Design ether_rx_parser, sky130hd; sources not shown.
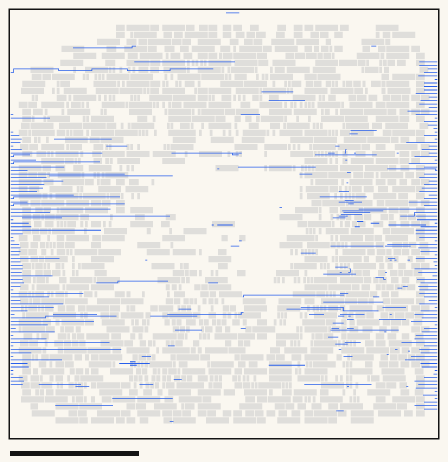
run_1/layer_met3.png
Scale bar: 50 um. Cells faint in the background.
wire length on this layer	2,610 um
main direction	horizontal
vias after detailed routing: 9,546
GR Util met3: 5.927%
post-detailed-routing wire length: 32.85 mm

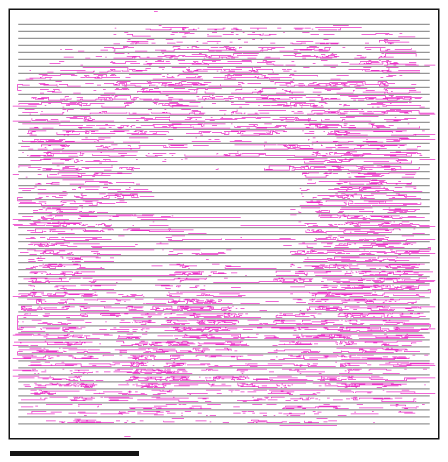
run_1/layer_met1.png
Scale bar: 50 um. Supply wires on this layer in grey.
wire length on this layer	13,500 um
longest straight run	57.0 um
nets with wire on the layer	1,305
share of all routed wire	41%
GR Layer Usage met1: 31.05%

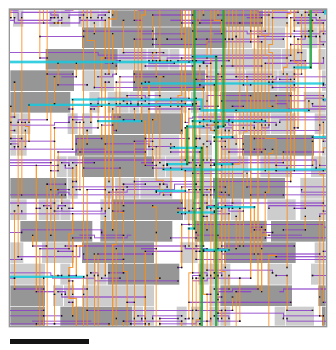
run_1/detail.png
Scale bar: 10 um. Region (105, 22) to (145, 62) um. Cells in grey, sequential cells in the stronger grey; small squares are vias.
colour	layer
green	metal 4
purple	metal 1
orange	metal 2
cyan	metal 3
sequential cells in the window	25
cells with their middle in the window	119
most frequent	nand2_1 (50), dfrtp_1 (25), mux2_2 (10)

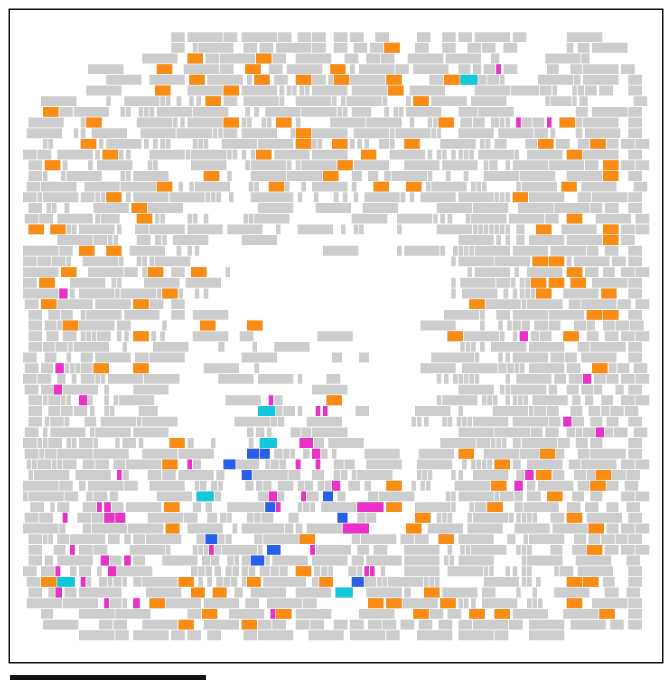
run_1/logic_types.png
Scale bar: 50 um.
colour	family	cells
orange	multiplexers	130
magenta	NOR gates	47
blue	AND-OR and OR-AND gates	11
cyan	adder and majority cells	6
multi-input gate share of total cell area: 29.93%
highest-count logic cell in the final layout: nand2_1

==> out/qor.yml <==
final_timing:
  max_slew.worst_pin.slew_ns: 0.8983
  setup_total_negative_slack_ns: 0
  max_freq_mhz: 305.2
  max_clock_skew_ns: 0.01858
  worst_slack_ns: 2.223
  rsz0062_at_grt: "false"
  period_minus_slack_ns: 3.277
  hold_viol: 0
  finalHoldWorstSlack_ns: 0.3057
  fin_crit_sh_pct: 59.58
  maxSlewViolCount: 0
  timing.final.setup_violations: 0
  timing.max_slew.rel_slack_pct: 40.11
drt:
  drt_pass1_iterations: 7
  detail_route.iter0.violations: 665
  via_per_inst: 5.421
  drt_drc_violations_left: 0
  avgRoutedWirePerCell_um: 18.65
  drtAntennaViolNets: 0
clock_tree:
  clock_tree.buffer_depth: 3
  cts_num_sinks: 303
  total_of_hold_buffers_inserted_after_clock_tree_synthesis: 0
  clk_root_buffer_cell: "clkbuf_16"
  post_cts_resize_count: 0
  clock_slew_seen_by_the_registers_of_the_worst_setup_and_hold_paths_ns: 0.06
  cts_max_level: 1
  cts_tree: "done"
  cts_post_setup_buffers_inserted: 0
  tritoncts.num_buffers: 31
  clk_latency_ns: 0.56
logic_synthesis:
  syn-instance-count: 1172
  synthesis.yosys.warnings: 0
  yosys-top-cells-area: "dfrtp_1 59%, nand2_1 11%, mux2_2 11%"
  synth_largest_type_area_fraction_pct: 59.03
  cell_type_contributing_the_most_total_cell_area_after_synthesis: "dfrtp_1"
  postSynth.asyncResetShare_pct: 100.0
  synth.lib_cells_used.distinct: 50
  synthesis.area_per_instance_sq_um: 10.92
  post_synthesis_net_count: 1258
  yosysMostFrequentCell: "nand2_1"
  ys_seq_elements: 303
  synth.cell_area_sq_um: 12800
  count_of_library_flops_with_an_enable_pin: 0
  synth.yosys.num_cells: 1172
  ff_type: "dfrtp_1"
  synth_sequential_area_ratio_pct: 59.24
  yosys-stat-area_sq_um: 12800
  ys_top_cells_by_count: "388 x nand2_1, 302 x dfrtp_1, 124 x mux2_2, 61 x xnor2_1"
cells_and_area:
  area_delta_synth_final_pct: 29.97
  postLayoutCoreUtil_pct: 67.23
  n_fill_cell: 1832
  count_of_nets_after_finishing: 1499
  stdcell_count: 1761
  share_of_post_route_cells_with_drive_strength_above_1_pct: 13.64
  largest_reg_flops: 112
  insertedDiodeCount: 0
placement:
  buffer_ports.inserted: 246
  numPlacedInstances: 1704
  place_congestion: 0.9232
  post-dp-hpwl_mm: 22.35
  place_ws_ns: 1.683
power_and_ir_drop:
  p_leak_nw: 7.912
  power_density_nw_per_um2: 413.0
  peakVddDrop_mv: 0.3449
grt:
  antenna_found_initial: 0
  number_of_global_route_vias_before_repair: 9972
  grt.total_usage_pct: 23.75
  grt_pass1_wl_mm: 53.92
  globalRouteOverflowTotal: 0
  pin_count_of_the_biggest_net_entering_global_routing: 139
floorplanning:
  die_width_um: 166.0
  floorplan.die.height_um: 166.0
  fp.dieArea_sq_um: 27560
  floorplan.core_util_pct: 51.73
  core_area_sq_um: 24750
  design.portCount: 247
  placement_rows: 57
worst_setup_path:
  timing.critical_path.arrival_ns: 3.68
  worst_ep_required_time_ns: 5.90
  worst-path-max-fanout: 22
  worst-r2r-setup-slack_ns: 2.54
  worst-r2r-cell-count: 9
  timing_worst_setup_path_type: "input pin to register"
  capturing_element_type_of_the_critical_path: "register"
  startpoint_type: "input pin"
run:
  max-cap-violations: 0
  warnings: 31
hold_path:
  min_path_type: "input pin to asynchronous set/reset pin"
status:
  run_status: "completed"
run 1: cell usage in the layout, fill, tap and decap left out, types with 2 or more instances in the layout:
| master | count |
|---|---|
| o31ai_1 | 3 |
| clkbuf_1 | 7 |
| clkdlybuf4s50_1 | 245 |
| o22ai_1 | 2 |
| mux2i_1 | 5 |
| xor2_1 | 36 |
| and3_1 | 15 |
| or3_1 | 3 |
| xnor2_1 | 61 |
| buf_4 | 9 |
| clkbuf_16 | 31 |
| clkbuf_8 | 5 |
| a21oi_1 | 13 |
| dfrtp_1 | 302 |
| o21a_1 | 3 |
| a31o_2 | 3 |
| o21ai_0 | 23 |
| nand3_1 | 18 |
| clkinv_2 | 8 |
| nor3b_1 | 2 |
| inv_1 | 12 |
| a31oi_1 | 3 |
| nand2_1 | 387 |
| nor2_1 | 23 |
| nor3b_4 | 2 |
| nand4_1 | 36 |
| ha_1 | 6 |
| bufinv_16 | 5 |
| a21o_1 | 2 |
| mux2_2 | 124 |
| nor3_1 | 4 |
| nor4_1 | 13 |
| nand3b_1 | 2 |
run 1: worst max-delay path: stages:
cell,delay [ns]
clkdlybuf4s50_1,0.88
nor2b_1,0.41
nand2_1,0.18
o21a_1,0.14
a31o_2,0.21
a41oi_2,0.65
nor3_1,0.18
xor2_1,0.21
run 1: routing by layer:
metal	wire length (um)	track usage, %
met5	0	0
met4	961	7.957
met3	2606	5.927
met2	15730	39.13
met1	13550	31.05
run 1: where the power goes:
| part | switching, mW | total [mW] | internal (mW) | leakage, nW |
|---|---|---|---|---|
| logic | 0.875 | 1.51 | 0.638 | 3.32 |
| clock network | 0.849 | 2.18 | 1.33 | 0.533 |
| registers | 0.525 | 3.18 | 2.65 | 4.06 |
run 1: cell type report:
type	instances	area [sq um]	share of cell area (%)
Sequential cell	303	7584	45.58
Multi-Input combinational cell	809	4980	29.93
Timing Repair Buffer	256	2555	15.36
Clock buffer	43	870.8	5.234
Tap cell	324	405.4	2.436
Clock inverter	14	198.9	1.196
Inverter	12	45.04	0.2707
run 1: cell families after synthesis:
family | after synthesis | share of synthesized area (%)
mux | 130 | 11.39
fa+ha+maj | 6 | 0.5864
buf+inv | 60 | 2.013
xor+xnor | 97 | 6.636
simple gates | 514 | 17.06
compound gates | 62 | 3.079
flops | 303 | 59.24
run 1: per-stage QoR:
stage	power (mW)	cell area, sq um
CTS	6.930	16640
detailed placement	4.715	15570
global route	7.252	16640
global placement	4.640	15570
finish	6.872	16640
floorplan	4.002	12800
No activity file was given, so power comes from the tool's default toggle rates.
